--- src/rtl/img_mem_reader_scaled.sv ---
// Frame-buffer reader: VGA scan position -> BRAM address, RGB444 VGA colour with ROI border, RGB888 detector stream.
// Latency: addr is combinational; every other output lags x_pixel/y_pixel by MEM_LAT+1 clocks.
// Backpressure: none; free-running pixel pipeline accepting one scan position per clock.
module img_mem_reader_scaled #(
    parameter int          IMG_W     = 320,
    parameter int          IMG_H     = 240,
    parameter int          ADDR_W    = 17,
    parameter int          MEM_LAT   = 1,
    parameter logic [11:0] ROI_COLOR = 12'hF00
) (
    input  logic              clk,
    input  logic              reset_n,
    input  logic              DE,
    input  logic [9:0]        x_pixel,
    input  logic [9:0]        y_pixel,
    input  logic              scale_sel,
    input  logic              roi_en,
    input  logic [9:0]        roi_x0,
    input  logic [9:0]        roi_x1,
    input  logic [9:0]        roi_y0,
    input  logic [9:0]        roi_y1,
    output logic [ADDR_W-1:0] addr,
    input  logic [15:0]       imgData,
    output logic [3:0]        r_port,
    output logic [3:0]        g_port,
    output logic [3:0]        b_port,
    output logic              pixel_valid,
    output logic [9:0]        pixel_x,
    output logic [9:0]        pixel_y,
    output logic [7:0]        pixel_r8,
    output logic [7:0]        pixel_g8,
    output logic [7:0]        pixel_b8,
    output logic              line_start,
    output logic              frame_start,
    output logic              frame_end
);

    localparam logic [31:0] IMG_W_L = 32'(IMG_W);
    localparam logic [31:0] IMG_H_L = 32'(IMG_H);

    // Per-pixel side information carried alongside the BRAM read
    typedef struct packed {
        logic       win;
        logic       fv;
        logic       roi;
        logic [9:0] ix;
        logic [9:0] iy;
    } tap_t;

    logic [1:0]  rst_sync_q;
    logic        rst_ok;
    logic        mode_q, mode_d;
    logic [9:0]  ix, iy;
    logic        in_win, first_vis, roi_hit;
    logic [31:0] lin_addr;
    tap_t        tap_in, tap_out;
    tap_t        pipe_q [MEM_LAT];

    logic        valid_q, valid_d;
    logic [9:0]  px_q, px_d, py_q, py_d;
    logic [23:0] rgb_q, rgb_d;
    logic [11:0] vga_q, vga_d;
    logic        ls_q, ls_d, fs_q, fs_d, fe_q, fe_d;

    // Reset synchroniser: asserts immediately, releases on a clock edge
    always_ff @(posedge clk or negedge reset_n) begin
        if (!reset_n) rst_sync_q <= 2'b00;
        else          rst_sync_q <= {rst_sync_q[0], 1'b1};
    end
    assign rst_ok = rst_sync_q[1];

    // Display mode only switches at screen origin so a frame is never mixed
    always_comb begin
        mode_d = mode_q;
        if (x_pixel == 10'd0 && y_pixel == 10'd0) mode_d = scale_sel;
    end

    // Mode register
    always_ff @(posedge clk or negedge rst_ok) begin
        if (!rst_ok) mode_q <= 1'b0;
        else         mode_q <= mode_d;
    end

    assign ix = mode_q ? {1'b0, x_pixel[9:1]} : x_pixel;
    assign iy = mode_q ? {1'b0, y_pixel[9:1]} : y_pixel;

    // Gating with rst_ok keeps addr at zero while the block is held in reset
    assign in_win    = rst_ok && DE && ({22'd0, ix} < IMG_W_L) && ({22'd0, iy} < IMG_H_L);
    assign lin_addr  = {22'd0, iy} * IMG_W_L + {22'd0, ix};
    assign addr      = in_win ? lin_addr[ADDR_W-1:0] : '0;
    // In 2x mode only the top-left screen copy of each image pixel goes to the stream
    assign first_vis = in_win && (!mode_q || (!x_pixel[0] && !y_pixel[0]));
    assign roi_hit   = roi_en && in_win && (roi_x0 <= roi_x1) && (roi_y0 <= roi_y1)
                    && (ix >= roi_x0) && (ix <= roi_x1) && (iy >= roi_y0) && (iy <= roi_y1)
                    && (ix == roi_x0 || ix == roi_x1 || iy == roi_y0 || iy == roi_y1);

    assign tap_in  = '{win: in_win, fv: first_vis, roi: roi_hit, ix: ix, iy: iy};
    assign tap_out = pipe_q[MEM_LAT-1];

    // Delay line matching the frame-buffer read latency
    always_ff @(posedge clk or negedge rst_ok) begin
        if (!rst_ok) begin
            for (int i = 0; i < MEM_LAT; i++) pipe_q[i] <= '0;
        end else begin
            pipe_q[0] <= tap_in;
            for (int i = 1; i < MEM_LAT; i++) pipe_q[i] <= pipe_q[i-1];
        end
    end

    // Output stage: combine delayed side information with the returned pixel
    always_comb begin
        vga_d = 12'h000;
        if (tap_out.roi)      vga_d = ROI_COLOR;
        else if (tap_out.win) vga_d = {imgData[15:12], imgData[10:7], imgData[4:1]};
        valid_d = tap_out.fv;
        px_d    = px_q;
        py_d    = py_q;
        rgb_d   = 24'd0;
        if (tap_out.fv) begin
            px_d  = tap_out.ix;
            py_d  = tap_out.iy;
            rgb_d = {imgData[15:11], imgData[15:13],
                     imgData[10:5],  imgData[10:9],
                     imgData[4:0],   imgData[4:2]};
        end
        ls_d = tap_out.fv && (tap_out.ix == 10'd0);
        fs_d = ls_d && (tap_out.iy == 10'd0);
        fe_d = tap_out.fv && ({22'd0, tap_out.ix} == IMG_W_L - 32'd1)
                          && ({22'd0, tap_out.iy} == IMG_H_L - 32'd1);
    end

    // Output registers
    always_ff @(posedge clk or negedge rst_ok) begin
        if (!rst_ok) begin
            valid_q <= 1'b0;
            px_q    <= 10'd0;
            py_q    <= 10'd0;
            rgb_q   <= 24'd0;
            vga_q   <= 12'd0;
            ls_q    <= 1'b0;
            fs_q    <= 1'b0;
            fe_q    <= 1'b0;
        end else begin
            valid_q <= valid_d;
            px_q    <= px_d;
            py_q    <= py_d;
            rgb_q   <= rgb_d;
            vga_q   <= vga_d;
            ls_q    <= ls_d;
            fs_q    <= fs_d;
            fe_q    <= fe_d;
        end
    end

    assign pixel_valid = valid_q;
    assign pixel_x     = px_q;
    assign pixel_y     = py_q;
    assign pixel_r8    = rgb_q[23:16];
    assign pixel_g8    = rgb_q[15:8];
    assign pixel_b8    = rgb_q[7:0];
    assign r_port      = vga_q[11:8];
    assign g_port      = vga_q[7:4];
    assign b_port      = vga_q[3:0];
    assign line_start  = ls_q;
    assign frame_start = fs_q;
    assign frame_end   = fe_q;

endmodule

--- config.mk ---
export PLATFORM = sky130hd
export DESIGN_NAME = img_mem_reader_scaled
export DESIGN_NICKNAME = d
export VERILOG_FILES = /design/src/rtl/img_mem_reader_scaled.sv
export SDC_FILE = /design/constraint.sdc
export NUM_CORES = 1
export LEC_CHECK = 0
export ABC_AREA = 1
export CAP_MARGIN = 10
export CORE_ASPECT_RATIO = 1.75
export CORE_MARGIN = 2
export CORE_UTILIZATION = 48
export DETAILED_ROUTE_END_ITERATION = 16
export GPL_TIMING_DRIVEN = 0
export PLACE_DENSITY = 0.91
export SLEW_MARGIN = 30
export SYNTH_ARGS = -nofsm -noshare
export SYNTH_HDL_FRONTEND = slang
export SYNTH_SLANG_ARGS = --single-unit
--- constraint.sdc ---
create_clock -name clk -period 4.6 [get_ports clk]
set_clock_uncertainty 0.2 [all_clocks]
set_input_delay 0.92 -clock clk [delete_from_list [all_inputs] [get_ports clk]]
set_output_delay 0.92 -clock clk [all_outputs]
set_load 0.02 [all_outputs]
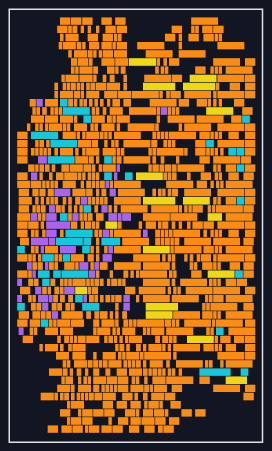
**Above:** sizing map.
Drawn at 3 px/um.
| colour | size | cells |
|---|---|---|
| orange | x1 and smaller | 794 |
| purple | x2 | 46 |
| cyan | x3 and x4 | 37 |
| yellow | x6 and larger | 17 |
Finished Cell Area: 7750 um^2
post-route worst setup slack: 42.3 ps
synthesis-to-layout area growth: 44.6%
Buffers, non-clock: 192

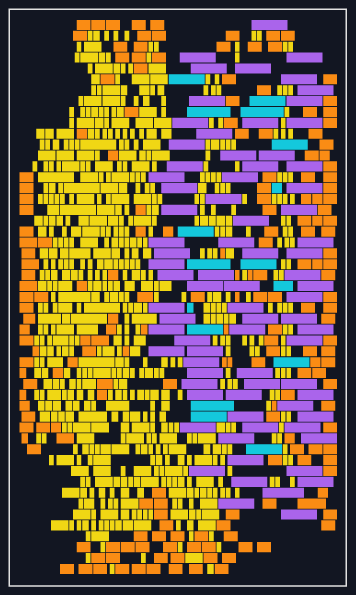
**Above:** cell classes on the final placement.
Drawn at 4 px/um.
| colour | class | cells | share of their area |
|---|---|---|---|
| orange | remaining buffers and delay cells | 192 | 24% |
| cyan | clock drivers and dummy loads | 16 | 4.9% |
| yellow | remaining logic cells | 608 | 46% |
| purple | sequential cells | 78 | 26% |
Layout Utilization: 70.2%
Core Box Area: 11,000 um^2
number of cell rows: 51

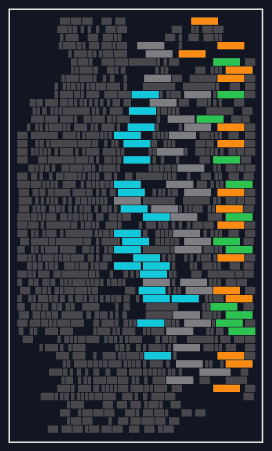
**Above:** register map, names as in the netlist.
Drawn at 3 px/um. Other sequential cells in the stronger grey, the rest of the logic in the fainter grey.
| colour | signal | placed flops |
|---|---|---|
| cyan | `pipe_q` | 22 |
| orange | `rgb_q` | 16 |
| green | `vga_q` | 12 |
not coloured: 28
Flop area: 1960 um^2
flop share of the area: 25.2%
sequential group power: 0.000768 W

==> reports/qor.rpt <==
==============================================================================
Result of the run                                                 complete, no violations
Power per Cell Area                                                286 nW/um^2
Nets                                                                     1,051
Met3 wire length                                                        788 um
Standard cell with the maximum stage delay on the critical path   sky130_fd_sc_hd__clkdlybuf4s50_1
Critical path, cell by cell                                       clkdlybuf4s50_1, nand2_1, nand2_2, ha_2, ha_4, ha_4, nand3_1, nand3_2, nand2_2, nor2_4, inv_2, nor2_4, nand3_1, nand2_1, inv_1, nor2_1, buf_4
Pin slew with the least headroom to its limit                           571 ps
Chip area from the yosys synthesis statistics                        5360 um^2
Max Used Layer                                                            met4
Cells after Synth                                                          706
Max stage delay on crit path                                            520 ps
Min Tclk post-route                                                    4560 ps
Setup TNS                                                                 0 ps
Pre-Place Util                                                           48.6%
Tool warnings                                                               28
Worst reg2reg setup slack                                              1700 ps
Worst-path fanout max                                                        5
Top Layout Cells                                                  197 x sky130_fd_sc_hd__nand2_1, 145 x sky130_fd_sc_hd__clkdlybuf4s50_1, 111 x sky130_fd_sc_hd__inv_1, 77 x sky130_fd_sc_hd__dfrtp_1, 70 x sky130_fd_sc_hd__ha_1
Most frequent logic cell in the layout                            sky130_fd_sc_hd__nand2_1
Cell depth of the worst flop-to-flop path                                   13
CTS tree                                                                   yes
Part of the cycle the worst path needs                                   99.1%
Ys cells                                                                   706
GPL Wtd Cong                                                             0.886
Count of unresolved DRC violations after routing                             0
Cell type contributing the most total cell area after synthesis   sky130_fd_sc_hd__dfrtp_1
Share of layout cells above drive strength 1                             11.2%
Yosys warning tally                                                          0
Top cells by area                                                 sky130_fd_sc_hd__dfrtp_1 36%, sky130_fd_sc_hd__ha_1 18%, sky130_fd_sc_hd__nand2_1 14%
Detailed Route Iter0 Violations                                            210
First drt pass iteration count                                               4
Buffers added on ports                                                     157
Sequential element share of the synthesized area                         36.4%
Max-cap violations                                                           0
Detailed placement HPWL                                              11,800 um
Initial antenna violation count                                              0
Cell family with the largest share of critical-path delay         simple AND/OR/NAND/NOR gates
Worst Setup Path Type                                             input port to primary output
Vias in the first global route                                           5,179
Area post-placement                                                  7120 um^2
Unrepaired setup endpoints after global routing                           true
Number of buffers and inverters on the critical path                         4
Cell area after synthesis                                            5360 um^2
==============================================================================
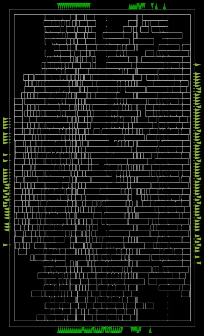
**Above:** placement view.
n_taps: 132
number of cells in the finished layout apart from fillers: 1,026
number of sequential cells in the layout: 78

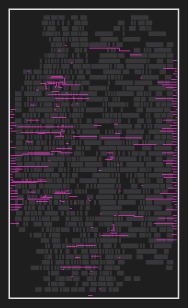
**Above:** metal 3.
Drawn at 2 px/um.
nets with wire on the layer: 150
wire length on this layer: 788 um
longest straight run: 27.8 um
main direction: horizontal
global routing usage on met3: 3.27%
WL final: 15,100 um
via count: 5,345

-- cell families (layout without fill, tap and decap cells) --
group	after synthesis	count (layout)	share of synthesized area, %
other	1	1	0.0699
DFF	78	78	36.4
xor gates and xnor gates	1	1	0.303
AOI/OAI and AO/OA	64	64	6.49
and+or+nand+nor	341	341	26.9
buffers and inverters	140	328	10.7
adders and majority gates	81	81	19.2
-- final cells by class --
cell class	instances	share of cell area, %
multi-input cells	488	38.7
flip-flops and latches	78	25.2
clock inverters	6	1.71
repair buffers	172	21.7
inverters	120	5.81
plain buffers	20	1.58
clock buffers	10	3.08
well taps	132	2.13
-- sequential cells by signal (all words and copies together), names as in the netlist --
register / cells
pixel_valid: 1
frame_start: 1
pixel_x: 10
pixel_y: 10
vga_q: 12
frame_end: 1
pipe_q: 22
rgb_q: 16
valid_d: 1
rst_sync_q: 2
line_start: 1
mode_q: 1
-- routing by layer --
| layer | vias up | GRT usage (%) |
|---|---|---|
| met5 | - | 0 |
| met4 | 0 | 15.9 |
| met3 | 65 | 3.27 |
| met2 | 225 | 48.3 |
| met1 | 2457 | 23.2 |
| li1 | 2598 | - |
-- synth_stat cells, types with 4 or more instances --
cell	n
sky130_fd_sc_hd__nand2_1	205
sky130_fd_sc_hd__inv_1	116
sky130_fd_sc_hd__ha_1	79
sky130_fd_sc_hd__dfrtp_1	78
sky130_fd_sc_hd__nor2_1	65
sky130_fd_sc_hd__nand3_1	28
sky130_fd_sc_hd__a21oi_1	26
sky130_fd_sc_hd__o21ai_0	25
sky130_fd_sc_hd__nand4_1	17
sky130_fd_sc_hd__clkbuf_1	9
sky130_fd_sc_hd__buf_4	8
sky130_fd_sc_hd__nor4_1	8
sky130_fd_sc_hd__a21o_1	4
sky130_fd_sc_hd__inv_2	4
sky130_fd_sc_hd__nand2_2	4
-- how the worst max path moves through the flow --
stage | start | end | slack, ps | cells past startpoint
2_1_floorplan | y_pixel[1] | addr[16] | 60 | 14
3_3_place_gp | y_pixel[1] | addr[16] | -1330 | 16
3_5_place_dp | y_pixel[1] | addr[16] | -1400 | 16
4_1_cts | y_pixel[1] | addr[16] | -40 | 16
5_1_grt | y_pixel[1] | addr[16] | -90 | 17
6_report | y_pixel[3] | addr[16] | 40 | 17
-- what timing repair did --
action	CTS	global route
setup buffers	5	9
pin swaps	5	8
gates resized	45	32
setup endpoints to repair	10	7
-- report_power, final --
part	switching (W)	internal [W]
logic	0.000318	0.000271
clock network	0.000266	0.000598
registers	0.0000333	0.000734
total	0.000617	0.00160
-- per-stage QoR --
| step | cells | total power, W |
|---|---|---|
| floorplan | 706 | 0.00107 |
| global placement | 995 | 0.00129 |
| detailed placement | 996 | 0.00131 |
| CTS | 1017 | 0.00220 |
| global route | 1026 | 0.00232 |
| finish | 1026 | 0.00222 |
Power figures rest on the tool's default switching activity, not on a simulated workload.
